File: src/rtl/chip8_timer_ctrl_pkg.sv
// Shared definitions for the CHIP-8 delay/sound timer block: widths, write selects,
// default tone divider and the tone FSM state type.
package chip8_timer_ctrl_pkg;

    localparam int CLOCK_SPEED = 25_000_000;
    localparam int TIMER_W     = 8;

    localparam logic TIMER_SEL_DELAY = 1'b0;
    localparam logic TIMER_SEL_SOUND = 1'b1;

    // Half-period of a ~440 Hz tone at CLOCK_SPEED
    localparam int TONE_DIV_DEFAULT = CLOCK_SPEED / (2 * 440);

    typedef enum logic {
        TONE_SILENT = 1'b0,
        TONE_ON     = 1'b1
    } tone_state_t;

    function automatic logic [TIMER_W-1:0] sat_dec(input logic [TIMER_W-1:0] v);
        return (v == '0) ? v : v - TIMER_W'(1);
    endfunction

endpackage

File: src/rtl/chip8_timer_ctrl_if.sv
// CPU / tick-generator / audio side signals of the timer block.
// The master drives ticks, pause and writes; the slave (timer block) drives the results.
interface chip8_timer_ctrl_if;
    import chip8_timer_ctrl_pkg::*;

    logic               tick_60hz;
    logic               pause;
    logic               wr_en;
    logic               wr_sel;
    logic [TIMER_W-1:0] wr_data;
    logic [TIMER_W-1:0] rd_delay;
    logic [TIMER_W-1:0] rd_sound;
    logic               sound_active;
    logic               delay_expired;
    logic               buzzer;

    modport master (
        output tick_60hz, pause, wr_en, wr_sel, wr_data,
        input  rd_delay, rd_sound, sound_active, delay_expired, buzzer
    );

    modport slave (
        input  tick_60hz, pause, wr_en, wr_sel, wr_data,
        output rd_delay, rd_sound, sound_active, delay_expired, buzzer
    );

endinterface

File: src/rtl/chip8_tone_gen.sv
// Square-wave buzzer generator: SILENT/TONE FSM with a half-period counter.
// Phase follows enable with no lag; the buzzer output is phase registered one clk later.
module chip8_tone_gen
    import chip8_timer_ctrl_pkg::*;
#(
    parameter int TONE_DIV = TONE_DIV_DEFAULT
) (
    input  logic clk,
    input  logic rst,
    input  logic enable,
    output logic buzzer
);

    localparam int CNT_W = $clog2(TONE_DIV);

    tone_state_t      r_state;
    tone_state_t      w_state_nxt;
    logic [CNT_W-1:0] r_cnt;
    logic [CNT_W-1:0] w_cnt_nxt;
    logic             r_phase;
    logic             w_phase_nxt;
    logic             r_buzzer;
    logic             w_buzzer_nxt;
    logic             w_wrap;

    assign w_wrap = (int'(r_cnt) == TONE_DIV - 1);

    always_ff @(posedge clk or posedge rst) begin
        if (rst) begin
            r_state  <= TONE_SILENT;
            r_cnt    <= '0;
            r_phase  <= 1'b0;
            r_buzzer <= 1'b0;
        end else begin
            r_state  <= w_state_nxt;
            r_cnt    <= w_cnt_nxt;
            r_phase  <= w_phase_nxt;
            r_buzzer <= w_buzzer_nxt;
        end
    end

    // Dropping enable clears counter and phase so the next tone starts with a full low half
    always_comb begin
        w_state_nxt  = r_state;
        w_cnt_nxt    = '0;
        w_phase_nxt  = 1'b0;
        w_buzzer_nxt = 1'b0;
        case (r_state)
            TONE_SILENT: begin
                if (enable) begin
                    w_state_nxt = TONE_ON;
                    w_cnt_nxt   = w_wrap ? '0 : r_cnt + CNT_W'(1);
                    w_phase_nxt = r_phase ^ w_wrap;
                end
            end
            TONE_ON: begin
                if (enable) begin
                    w_cnt_nxt    = w_wrap ? '0 : r_cnt + CNT_W'(1);
                    w_phase_nxt  = r_phase ^ w_wrap;
                    w_buzzer_nxt = r_phase;
                end else begin
                    w_state_nxt = TONE_SILENT;
                end
            end
            default: w_state_nxt = TONE_SILENT;
        endcase
    end

    assign buzzer = r_buzzer;

endmodule

File: src/rtl/chip8_timer_ctrl.sv
// CHIP-8 delay and sound timers: CPU write vs 60 Hz decrement arbitration,
// DT expiry pulse, and the buzzer driven while ST is audible.
module chip8_timer_ctrl
    import chip8_timer_ctrl_pkg::*;
#(
    parameter int TONE_DIV  = TONE_DIV_DEFAULT,
    parameter int SOUND_MIN = 1
) (
    input  logic               clk,
    input  logic               rst,
    chip8_timer_ctrl_if.slave  bus
);

    logic [TIMER_W-1:0] r_dt;
    logic [TIMER_W-1:0] r_st;
    logic [TIMER_W-1:0] w_dt_nxt;
    logic [TIMER_W-1:0] w_st_nxt;
    logic               r_expired;
    logic               w_expired_nxt;
    logic               w_tick_ok;
    logic               w_wr_dt;
    logic               w_wr_st;
    logic               w_sound_active;
    logic               w_buzzer;

    assign w_tick_ok = bus.tick_60hz & ~bus.pause;
    assign w_wr_dt   = bus.wr_en & (bus.wr_sel == TIMER_SEL_DELAY);
    assign w_wr_st   = bus.wr_en & (bus.wr_sel == TIMER_SEL_SOUND);

    // A write to one register swallows that register's tick only
    always_comb begin
        w_dt_nxt = r_dt;
        w_st_nxt = r_st;
        if (w_wr_dt) begin
            w_dt_nxt = bus.wr_data;
        end else if (w_tick_ok) begin
            w_dt_nxt = sat_dec(r_dt);
        end
        if (w_wr_st) begin
            w_st_nxt = bus.wr_data;
        end else if (w_tick_ok) begin
            w_st_nxt = sat_dec(r_st);
        end
    end

    assign w_expired_nxt = ~w_wr_dt & w_tick_ok & (r_dt == TIMER_W'(1));

    always_ff @(posedge clk or posedge rst) begin
        if (rst) begin
            r_dt      <= '0;
            r_st      <= '0;
            r_expired <= 1'b0;
        end else begin
            r_dt      <= w_dt_nxt;
            r_st      <= w_st_nxt;
            r_expired <= w_expired_nxt;
        end
    end

    assign w_sound_active = ~bus.pause & (int'(r_st) >= SOUND_MIN);

    chip8_tone_gen #(
        .TONE_DIV (TONE_DIV)
    ) u_tone (
        .clk    (clk),
        .rst    (rst),
        .enable (w_sound_active),
        .buzzer (w_buzzer)
    );

    assign bus.rd_delay      = r_dt;
    assign bus.rd_sound      = r_st;
    assign bus.sound_active  = w_sound_active;
    assign bus.delay_expired = r_expired;
    assign bus.buzzer        = w_buzzer;

endmodule

File: src/flat_wrapper.sv
// flat-port wrapper written by rule: the top's interface ports become plain ports
module chip8_timer_ctrl_flat import chip8_timer_ctrl_pkg::*;
#(
    parameter int TONE_DIV  = TONE_DIV_DEFAULT,
    parameter int SOUND_MIN = 1
)
  (clk, rst, bus_tick_60hz, bus_pause, bus_wr_en, bus_wr_sel, bus_wr_data, bus_rd_delay, bus_rd_sound, bus_sound_active, bus_delay_expired, bus_buzzer);
  chip8_timer_ctrl_if bus_i ();
  input  logic clk;
  input  logic rst;
  input wire logic [$bits(bus_i.tick_60hz)-1:0] bus_tick_60hz;
  input wire logic [$bits(bus_i.pause)-1:0] bus_pause;
  input wire logic [$bits(bus_i.wr_en)-1:0] bus_wr_en;
  input wire logic [$bits(bus_i.wr_sel)-1:0] bus_wr_sel;
  input wire logic [$bits(bus_i.wr_data)-1:0] bus_wr_data;
  output wire logic [$bits(bus_i.rd_delay)-1:0] bus_rd_delay;
  output wire logic [$bits(bus_i.rd_sound)-1:0] bus_rd_sound;
  output wire logic [$bits(bus_i.sound_active)-1:0] bus_sound_active;
  output wire logic [$bits(bus_i.delay_expired)-1:0] bus_delay_expired;
  output wire logic [$bits(bus_i.buzzer)-1:0] bus_buzzer;
  assign bus_i.tick_60hz = bus_tick_60hz;
  assign bus_i.pause = bus_pause;
  assign bus_i.wr_en = bus_wr_en;
  assign bus_i.wr_sel = bus_wr_sel;
  assign bus_i.wr_data = bus_wr_data;
  assign bus_rd_delay = bus_i.rd_delay;
  assign bus_rd_sound = bus_i.rd_sound;
  assign bus_sound_active = bus_i.sound_active;
  assign bus_delay_expired = bus_i.delay_expired;
  assign bus_buzzer = bus_i.buzzer;
  chip8_timer_ctrl #(.TONE_DIV(TONE_DIV), .SOUND_MIN(SOUND_MIN)) u_core (.clk(clk), .rst(rst), .bus(bus_i));
endmodule
File: config.mk
export PLATFORM = sky130hd
export DESIGN_NAME = chip8_timer_ctrl_flat
export DESIGN_NICKNAME = d
export VERILOG_FILES = /design/src/rtl/chip8_timer_ctrl_pkg.sv /design/src/rtl/chip8_timer_ctrl_if.sv /design/src/rtl/chip8_tone_gen.sv /design/src/rtl/chip8_timer_ctrl.sv /design/src/flat_wrapper.sv
export SDC_FILE = /design/constraint.sdc
export NUM_CORES = 1
export LEC_CHECK = 0
export ABC_AREA = 0
export CAP_MARGIN = 10
export CELL_PAD_IN_SITES_DETAIL_PLACEMENT = 1
export CELL_PAD_IN_SITES_GLOBAL_PLACEMENT = 2
export CORE_MARGIN = 2
export CORE_UTILIZATION = 35
export CTS_CLUSTER_SIZE = 12
export DETAILED_ROUTE_END_ITERATION = 8
export PLACE_DENSITY_LB_ADDON = 0.1
export SYNTH_ARGS = -nofsm -noshare
export SYNTH_HDL_FRONTEND = slang
export SYNTH_SLANG_ARGS = --single-unit
File: constraint.sdc
create_clock -name clk -period 4.3 [get_ports clk]
set_input_delay 1.075 -clock clk [delete_from_list [all_inputs] [get_ports clk]]
set_output_delay 1.075 -clock clk [all_outputs]
set_load 0.005 [all_outputs]
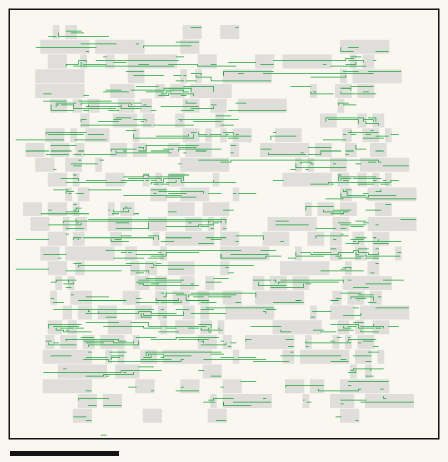
**Above:** M1 wires.
Bar = 20 um.
wire length on this layer: 2110 um
main direction: horizontal
met1 usage: 0.198
via count: 1647

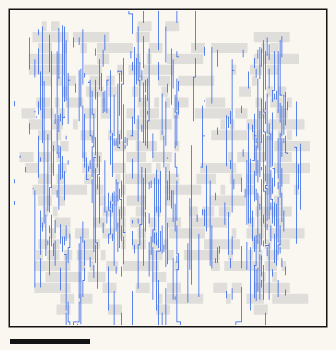
**Above:** met2 routing.
Bar = 20 um.
wire length on this layer: 2820 um
nets with wire on the layer: 241
main direction: vertical
share of all routed wire: 55%
longest straight run: 38.1 um
Total Wirelength: 5.10 mm
met2 usage: 0.340

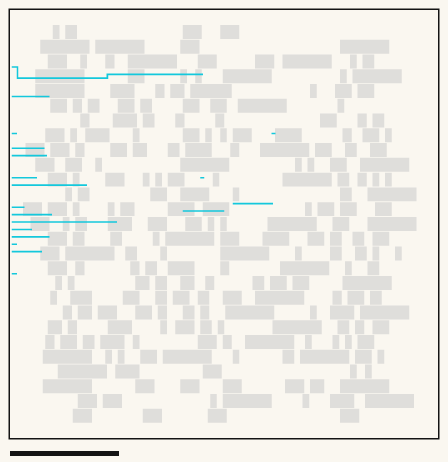
**Above:** the metal 3 layer.
Bar = 20 um.
wire length on this layer: 135 um
longest straight run: 19.1 um
nets with wire on the layer: 16
GR Util met3: 0.0352

==> flow_metrics.env <==
# yosys + openroad results
export IMPL_rrSetupSlack_ns=2.22
export IMPL_logic_gate_count=152
export IMPL_grt_max_degree=36
export IMPL_hold_viol=0
export IMPL_max_freq_mhz=280
export IMPL_critical_path_buf_inv_count=2
export IMPL_chipWidth_um=78.8
export IMPL_status="completed"
export IMPL_r2r_start="u_core.bus.rd_delay[0]$_DFFE_PP0P_"
export IMPL_cts_buffer_depth=2
export IMPL_largest_area_cell="dfrtp_1"
export IMPL_grt_setup_unrepaired="no"
export IMPL_clock_power_share=0.281
export IMPL_top_area_cell_class="multi-input combinational cells"
export IMPL_worstPathCellList="clkdlybuf4s50_1, a31oi_2, clkdlybuf4s50_1"
export IMPL_finClkSkew_ns=0.00688
export IMPL_syn_to_final_growth_pct=24.8
export IMPL_initialDrtViolationCount=55
export IMPL_cp_start_kind="input port"
export IMPL_synthMuxAreaShare=0.0211
export IMPL_clock_sinks=35
export IMPL_post_place_ws_ns=0.727
export IMPL_wl_met1_mm=2.11
export IMPL_largest_reg_flops=15
export IMPL_xor_share=0.0849
export IMPL_ys_sh_adder=0.0447
export IMPL_cp_common_cell="clkdlybuf4s50_1"
export IMPL_die_h_um=78.8
export IMPL_avgSynthCellArea_sq_um=9.66
export IMPL_drc=0
export IMPL_p_comb_mw=0.212
export IMPL_syn_inst=203
export IMPL_final_cells=312
export IMPL_hp_class="reg2reg"
export IMPL_top_layer_used="met4"
export IMPL_timing_slew_headroom=0.456
export IMPL_pwr_share_comb=0.245
export IMPL_seq_share=0.358
export IMPL_crit_path_max_incr_delay_ns=0.58
export IMPL_fp_row_count=27
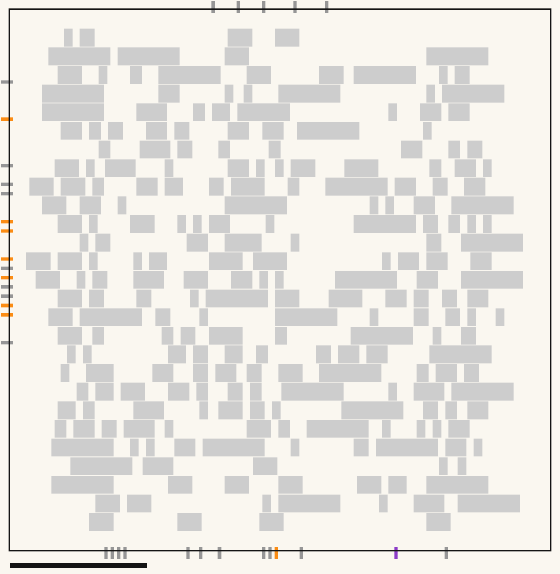
**Above:** I/O pins on the die edge.
Bar = 20 um. Pins as bars across the die edge, other pins in grey.
| port | colour | pins | direction | edge |
|---|---|---|---|---|
| `bus_wr_data` | orange | 8 | input | 7 west, 1 south |
| `rst` | purple | 1 | input | south |

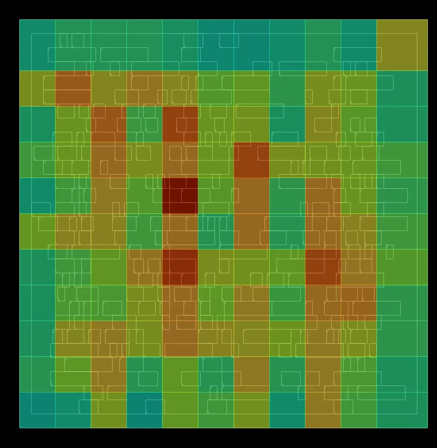
**Above:** routing congestion map.
fin util: 0.447
DR WL/cell: 16.3 um
Top Usage Layer GRT: met2

